sizes.png
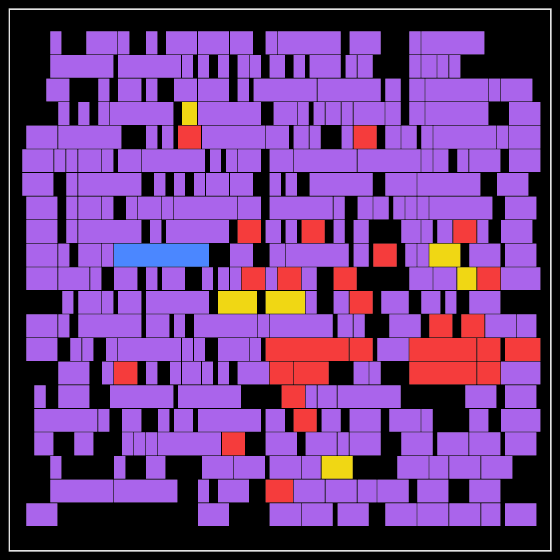
congestion.png
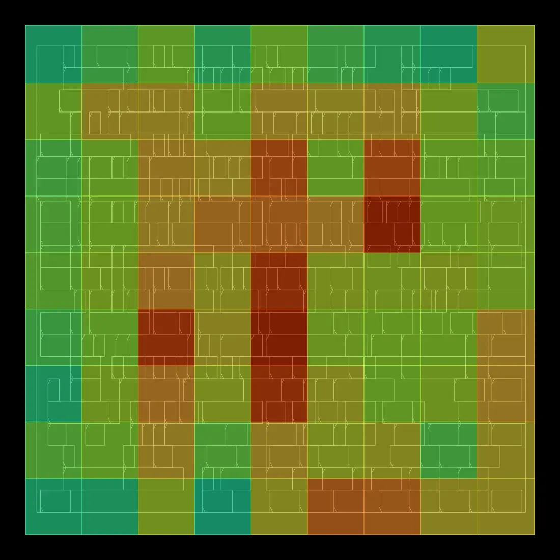
### config.mk
export PLATFORM = sky130hd
export DESIGN_NAME = input_confirm_ctrl_flat
export DESIGN_NICKNAME = d
export VERILOG_FILES = /design/src/rtl/input_confirm_ctrl_if.sv /design/src/rtl/input_confirm_ctrl.sv /design/src/flat_wrapper.sv
export SDC_FILE = /design/constraint.sdc
export NUM_CORES = 1
export LEC_CHECK = 0
export CORE_UTILIZATION = 44
export DETAILED_ROUTE_END_ITERATION = 7
export PLACE_DENSITY_LB_ADDON = 0.12
export SLEW_MARGIN = 0
export SYNTH_ARGS = -nofsm -noshare
export SYNTH_HDL_FRONTEND = slang
export SYNTH_SLANG_ARGS = --single-unit
### constraint.sdc
create_clock -name clk -period 4.6 [get_ports clk]
set_input_delay 0.92 -clock clk [delete_from_list [all_inputs] [get_ports clk]]
set_output_delay 0.92 -clock clk [all_outputs]
set_load 0.005 [all_outputs]
### src/rtl/input_confirm_ctrl_if.sv
// CPU IO-load bus for the switch/confirm window.
// The master (CPU side) drives the load strobe and address.
// The slave (input_confirm_ctrl) returns registered read data.
interface input_confirm_ctrl_if;
  logic        io_read;
  logic [31:0] address;
  logic [15:0] rdata;

  modport master (
    output io_read,
    output address,
    input  rdata
  );

  modport slave (
    input  io_read,
    input  address,
    output rdata
  );
endinterface

### src/rtl/input_confirm_ctrl.sv
// input_confirm_ctrl: confirm push-button front end for the CPU IO window.
// The raw button is synchronized, optionally debounced, and each accepted
// press captures the DIP switches into a snapshot register. The CPU reads
// the snapshot and a status word {overrun, confirm_pending} through the
// IO-load bus. A status read clears pending/overrun.
// All state updates on the falling edge of clk, in line with the IO read path.
//
// Build option: define INPUT_CONFIRM_DEBOUNCE_EN to enable the debounce
// counter (PRESS_WAIT / RELEASE_WAIT states). When it is left undefined,
// a press is accepted as soon as the synchronized button is seen high.
module input_confirm_ctrl #(
  parameter int unsigned DEBOUNCE_CYCLES = 200000
) (
  input  logic                 clk,
  input  logic                 rst,
  input_confirm_ctrl_if.slave  bus,
  input  logic [15:0]          switch_input,
  input  logic                 confirm_btn,
  output logic                 confirm_pending,
  output logic                 confirm_pulse
);

  // Read map
  localparam logic [31:0] ADDR_STATUS = 32'hFFFF_FF00;
  localparam logic [31:0] ADDR_SNAP   = 32'hFFFF_FFF1;
  localparam logic [31:0] ADDR_HI_SX  = 32'hFFFF_FFF3;
  localparam logic [31:0] ADDR_HI_ZX  = 32'hFFFF_FFF5;
  localparam logic [31:0] ADDR_LO3    = 32'hFFFF_FFF7;
  localparam logic [31:0] ADDR_LO8    = 32'hFFFF_FFF9;

  // A count outside 2 .. 2^20-1 cannot be represented by the 20-bit counter
  if ((DEBOUNCE_CYCLES < 2) || (DEBOUNCE_CYCLES > 1048575)) begin : g_bad_debounce_cycles
    $error("input_confirm_ctrl: DEBOUNCE_CYCLES out of range");
  end

  typedef enum logic [1:0] {
    ST_IDLE         = 2'd0,
    ST_PRESS_WAIT   = 2'd1,
    ST_HELD         = 2'd2,
    ST_RELEASE_WAIT = 2'd3
  } state_t;

  state_t      r_state;
  logic        r_sync1;
  logic        r_sync2;
  logic [15:0] r_snap;
  logic        r_pending;
  logic        r_overrun;
  logic        r_pulse;
  logic [15:0] r_rdata;

  logic        w_accept;
  logic        w_status_clr;

`ifdef INPUT_CONFIRM_DEBOUNCE_EN
  // The state entry edge already saw one high/low sample, so the counter
  // only has to climb to DEBOUNCE_CYCLES-2 before the next edge makes it
  // DEBOUNCE_CYCLES stable samples in total.
  localparam logic [19:0] P_CNT_LAST = 20'(DEBOUNCE_CYCLES - 2);
  logic [19:0] r_cnt;
`endif

  // Read-data mux: formed from the register values present before the edge
  function automatic logic [15:0] read_mux(
    input logic [31:0] addr,
    input logic [15:0] snap,
    input logic        pend,
    input logic        ovr
  );
    logic [15:0] v;
    case (addr)
      ADDR_STATUS: v = {14'd0, ovr, pend};
      ADDR_SNAP:   v = snap;
      ADDR_HI_SX:  v = {{8{snap[15]}}, snap[15:8]};
      ADDR_HI_ZX:  v = {8'd0, snap[15:8]};
      ADDR_LO3:    v = {13'd0, snap[2:0]};
      ADDR_LO8:    v = {8'd0, snap[7:0]};
      default:     v = 16'd0;
    endcase
    return v;
  endfunction

  assign w_status_clr = bus.io_read && (bus.address == ADDR_STATUS);

  // Two-flop synchronizer for the asynchronous confirm button
  always_ff @(negedge clk) begin
    if (!rst) begin
      r_sync1 <= 1'b0;
      r_sync2 <= 1'b0;
    end else begin
      r_sync1 <= confirm_btn;
      r_sync2 <= r_sync1;
    end
  end

  // Accepted-press condition: the edge on which the FSM enters HELD from the press side
  always_comb begin
    w_accept = 1'b0;
`ifdef INPUT_CONFIRM_DEBOUNCE_EN
    if ((r_state == ST_PRESS_WAIT) && r_sync2 && (r_cnt == P_CNT_LAST)) begin
      w_accept = 1'b1;
    end else begin
      w_accept = 1'b0;
    end
`else
    if ((r_state == ST_IDLE) && r_sync2) begin
      w_accept = 1'b1;
    end else begin
      w_accept = 1'b0;
    end
`endif
  end

`ifdef INPUT_CONFIRM_DEBOUNCE_EN
  // Debounce FSM with a saturating stable-sample counter, cleared on every state change
  always_ff @(negedge clk) begin
    if (!rst) begin
      r_state <= ST_IDLE;
      r_cnt   <= 20'd0;
    end else begin
      case (r_state)
        ST_IDLE: begin
          r_cnt <= 20'd0;
          if (r_sync2) begin
            r_state <= ST_PRESS_WAIT;
          end else begin
            r_state <= ST_IDLE;
          end
        end
        ST_PRESS_WAIT: begin
          if (!r_sync2) begin
            r_state <= ST_IDLE;
            r_cnt   <= 20'd0;
          end else if (r_cnt == P_CNT_LAST) begin
            r_state <= ST_HELD;
            r_cnt   <= 20'd0;
          end else begin
            r_state <= ST_PRESS_WAIT;
            r_cnt   <= r_cnt + 20'd1;
          end
        end
        ST_HELD: begin
          r_cnt <= 20'd0;
          if (!r_sync2) begin
            r_state <= ST_RELEASE_WAIT;
          end else begin
            r_state <= ST_HELD;
          end
        end
        ST_RELEASE_WAIT: begin
          if (r_sync2) begin
            r_state <= ST_HELD;
            r_cnt   <= 20'd0;
          end else if (r_cnt == P_CNT_LAST) begin
            r_state <= ST_IDLE;
            r_cnt   <= 20'd0;
          end else begin
            r_state <= ST_RELEASE_WAIT;
            r_cnt   <= r_cnt + 20'd1;
          end
        end
        default: begin
          r_state <= ST_IDLE;
          r_cnt   <= 20'd0;
        end
      endcase
    end
  end
`else
  // Two-state press tracker: the wait states are never entered without debouncing
  always_ff @(negedge clk) begin
    if (!rst) begin
      r_state <= ST_IDLE;
    end else begin
      case (r_state)
        ST_IDLE: begin
          if (r_sync2) begin
            r_state <= ST_HELD;
          end else begin
            r_state <= ST_IDLE;
          end
        end
        ST_HELD: begin
          if (!r_sync2) begin
            r_state <= ST_IDLE;
          end else begin
            r_state <= ST_HELD;
          end
        end
        default: begin
          r_state <= ST_IDLE;
        end
      endcase
    end
  end
`endif

  // Press capture and status: a set from an accepted press wins over a status-read clear
  always_ff @(negedge clk) begin
    if (!rst) begin
      r_pulse   <= 1'b0;
      r_snap    <= 16'd0;
      r_pending <= 1'b0;
      r_overrun <= 1'b0;
    end else begin
      r_pulse <= w_accept;
      if (w_accept) begin
        r_snap    <= switch_input;
        r_pending <= 1'b1;
        // Overrun is judged against the pending flag as it stood before any clear
        r_overrun <= (w_status_clr ? 1'b0 : r_overrun) | r_pending;
      end else if (w_status_clr) begin
        r_pending <= 1'b0;
        r_overrun <= 1'b0;
      end else begin
        r_pending <= r_pending;
        r_overrun <= r_overrun;
      end
    end
  end

  // Read data register: loaded on an IO load strobe, held otherwise
  always_ff @(negedge clk) begin
    if (!rst) begin
      r_rdata <= 16'd0;
    end else if (bus.io_read) begin
      r_rdata <= read_mux(bus.address, r_snap, r_pending, r_overrun);
    end else begin
      r_rdata <= r_rdata;
    end
  end

  assign bus.rdata       = r_rdata;
  assign confirm_pending = r_pending;
  assign confirm_pulse   = r_pulse;

endmodule

### src/flat_wrapper.sv
// flat-port wrapper written by rule: the top's interface ports become plain ports
module input_confirm_ctrl_flat 
#(
  parameter int unsigned DEBOUNCE_CYCLES = 200000
)
  (clk, rst, switch_input, confirm_btn, confirm_pending, confirm_pulse, bus_io_read, bus_address, bus_rdata);
  input_confirm_ctrl_if bus_i ();
  input  logic clk;
  input  logic rst;
  input  logic [15:0] switch_input;
  input  logic confirm_btn;
  output logic confirm_pending;
  output logic confirm_pulse;
  input wire logic [$bits(bus_i.io_read)-1:0] bus_io_read;
  input wire logic [$bits(bus_i.address)-1:0] bus_address;
  output wire logic [$bits(bus_i.rdata)-1:0] bus_rdata;
  assign bus_i.io_read = bus_io_read;
  assign bus_i.address = bus_address;
  assign bus_rdata = bus_i.rdata;
  input_confirm_ctrl #(.DEBOUNCE_CYCLES(DEBOUNCE_CYCLES)) u_core (.clk(clk), .rst(rst), .bus(bus_i), .switch_input(switch_input), .confirm_btn(confirm_btn), .confirm_pending(confirm_pending), .confirm_pulse(confirm_pulse));
endmodule
==> reports/metrics.cfg <==
[hold_path]
hold_class=register to register

[routing]
route.detailed.drc=0
routed_via_density=4.90
routed_wirelength_um=4100
antenna_left=0
via_count=1736
wire_per_inst_um=11.6
drt_first_pass_iters=4

[synthesis]
synthArstFlopShare_pct=0
synth_seq_share_pct=47.6
yosysUniqueCellTypes=28
synth-main-ff-cell=dfxtp_1
numSynthFlops=38
edf_count=0
synth-compound-area-share_pct=22.6
top_area_cell=dfxtp_1
ys_sh_mux_pct=0
synth_stat.cells=186
ys_chip_area_um2=1600
synthAdderAreaFrac_pct=0
yosysTopAreaCellShare_pct=47.6
postSynthAreaPerCell_um2=8.59
synth_warnings=0
synth.most_common_cell=nand2_1
syn_area_um2=1600
ys_sh_simple_pct=26.4
top_cells_by_area=dfxtp_1, nand2_1, a21boi_1, o21ai_1, a22oi_1
fp_nets=238
ys_sh_xor_pct=0.548
synth_cells=186

[sta]
fin_skew_ns=0.00996
tns_ns=0
rsz0062_at_grt=false
finalHoldViolCount=0
max-slew-margin-rel_pct=32.6
setup_viol=0
drv_slew=0
worst_pin_slew_ns=1.01

[pwr]
switchingPower_w=0.000222
pwr-share-seq_pct=44.5
max-vdd-ir-drop_mv=0.243
pwr-share-clk_pct=45.0
swShare_pct=28.9
combPwrFrac_pct=10.5
p_per_area_nw_per_um2=289
internal-power_w=0.000548
p_leak_nw=1.10
p_total_w=0.000770

[finish]
fillCellCount=269
logic_area_um2=795
fin_nets=359
seq_area_um2=761
drive_above_1_share_pct=11.0
antenna_cells=0

[worst_setup_path]
startpoint_type=input port
reg2reg_slack_ns=3.03
cp.arrival_ns=2.51
cp_data_required_time_ns=2.56
worst-path-max-fanout=4
cp-end-kind=register
critical_path_class=input port to register

[floorplan]
core_um2=3420
die_y_um=62.3
dieArea_um2=3880
pin_count=70
fp_util_pct=46.8
num_rows=21
die_w_um=62.3

[clocking]
ctsHoldBuffers=0
h-tree-depth=2
clock_latency_ns=0.40
numCtsBuffers=5
cts_tree=built
clk_pin_slew_ns=0.04
cts_num_sinks=38
ctsResizeCount=0
root_buffer=clkbuf_4
cts_max_path_buffers=2

[placement]
portBuffers=69
gp_congestion=0.798
dp_hpwl_um=2920

[global_route]
grt_start_max_net_pins=22
grt_pass1_wl_um=7080
grt_pass1_vias=1666
grt_overflow=0
antenna_found_initial=0

[flow_run]
warning_count=64
drv_cap=0

[outcome]
status=finished clean

Back to the opening pictures, sizes.png:
[red] _3 and _4 cells | cells: 27 | share: 8.8%
[yellow] _2 cells | cells: 6 | share: 1.9%
[blue] _6 and larger | cells: 1 | share: 0.32%
[purple] _0 and _1 cells | cells: 274 | share: 89%
Non-CTS buffers: 85
final instance area: 2670 um2
Worst Setup Slack, final: 0.0480 ns
Layout area overhead: 66.9%

Back to the opening pictures, congestion.png:
met3 GRT Util: 8.82%
Global Route met1 Usage: 29.2%
GRT Max-Usage Layer: met2
GRT Util Overall: 22.7%
Layout Utilization: 78.1%

-- critical path, cell delays in order --
cell and delay, ns:
clkdlybuf4s50_1 0.42, or4_4 0.44, nor4_4 0.27, buf_4 0.17
and4_4 0.23, o22ai_1 0.06
-- sequential cells by signal, indices dropped and copies added, names as in the netlist --
register and cells:
u_core.confirm_pending 1, u_core.r_state 1, u_core.bus.rdata 16, u_core.r_overrun 1, u_core.r_snap 16, u_core.confirm_pulse 1
u_core.r_sync2 1, u_core.r_sync1 1
-- placed cells by master, fill, tap and decap left out --
cell type        Yosys  final
clkinv_4             0      1
nand2_1             54     54
bufinv_16            0      1
buf_4                0     16
nor3_2               2      2
and4_4               0      1
or2_2                1      1
xnor2_1              1      1
a21boi_1            16     16
nor2b_1              2      2
nand4_1              7      7
a222oi_1             2      2
clkdlybuf4s50_1      0     66
inv_1                4     41
a22oi_1              6      6
nor4_4               2      2
a211oi_1             1      1
nand3b_1             1      1
a21oi_1              7      7
or4_4                1      1
and3_1               1      1
nand2b_1             3      3
clkinvlp_2           0      1
o21ai_1             14     14
a22oi_2              2      2
dlymetal6s2s_1       0      3
clkbuf_4             0      5
and2_1               2      2
nand3_1              1      1
nor3_1               1      1
o311ai_4             1      1
nor2_1               5      5
o22ai_1              2      2
dfxtp_1             38     38
-- per-layer routing --
metal	up-vias	GRT usage, %	wire [um]
li1	894	-	-
met1	791	29.2	1960
met2	45	33.5	1900
met3	6	8.82	192
met4	0	9.88	42
met5	-	0	0
-- power groups by stage --
| stage | combinational, W | clock, W | sequential (W) |
|---|---|---|---|
| after floorplan | 0.0000236 | 0.0000518 | 0.000346 |
| after global placement | 0.0000795 | 0.0000518 | 0.000348 |
| after detailed placement | 0.0000805 | 0.0000518 | 0.000348 |
| after CTS | 0.0000812 | 0.000362 | 0.000342 |
| after global routing | 0.0000879 | 0.000400 | 0.000342 |
| final | 0.0000807 | 0.000347 | 0.000343 |
-- cell families after synthesis --
logic type	count (synthesis)
AND-OR/OR-AND	51
flip-flops	38
AND/OR/NAND/NOR	84
XOR/XNOR	1
buffers and inverters	12
-- through the flow --
step | setup slack (ns) | utilization, % | hold slack (ns) | instances | cell area [um2]
2_1_floorplan | 0.167 | - | 0.412 | 186 | 1600
3_3_place_gp | -0.360 | 70.9 | 0.416 | 307 | 2420
3_5_place_dp | -0.388 | 70.9 | 0.429 | 307 | 2420
4_1_cts | 0.0284 | 77.3 | 0.441 | 352 | 2640
5_1_grt | 0.00305 | 78.1 | 0.454 | 354 | 2670
6_report | 0.0480 | 78.1 | 0.436 | 354 | 2670
-- cell type report --
cell class	count	area share, %
well taps	46	2.16
inverters	3	0.422
clock buffers	5	1.41
clock inverters	41	6.99
repair buffers	85	30.7
multi-input cells	136	29.8
flip-flops and latches	38	28.5
-- final timing paths --
check	depth (start not counted)	start	endpoint
hold reg to reg	1	u_core.r_sync1$_SDFF_NN0_	u_core.r_sync2$_SDFF_NN0_
hold / removal	1	u_core.r_sync1$_SDFF_NN0_	u_core.r_sync2$_SDFF_NN0_
setup reg to reg	3	u_core.r_sync2$_SDFF_NN0_	u_core.r_snap[0]$_SDFFE_NN0P_
setup / recovery	6	bus_address[0]	u_core.r_overrun$_SDFF_NN0_
Power figures rest on the tool's default switching activity, not on a simulated workload.
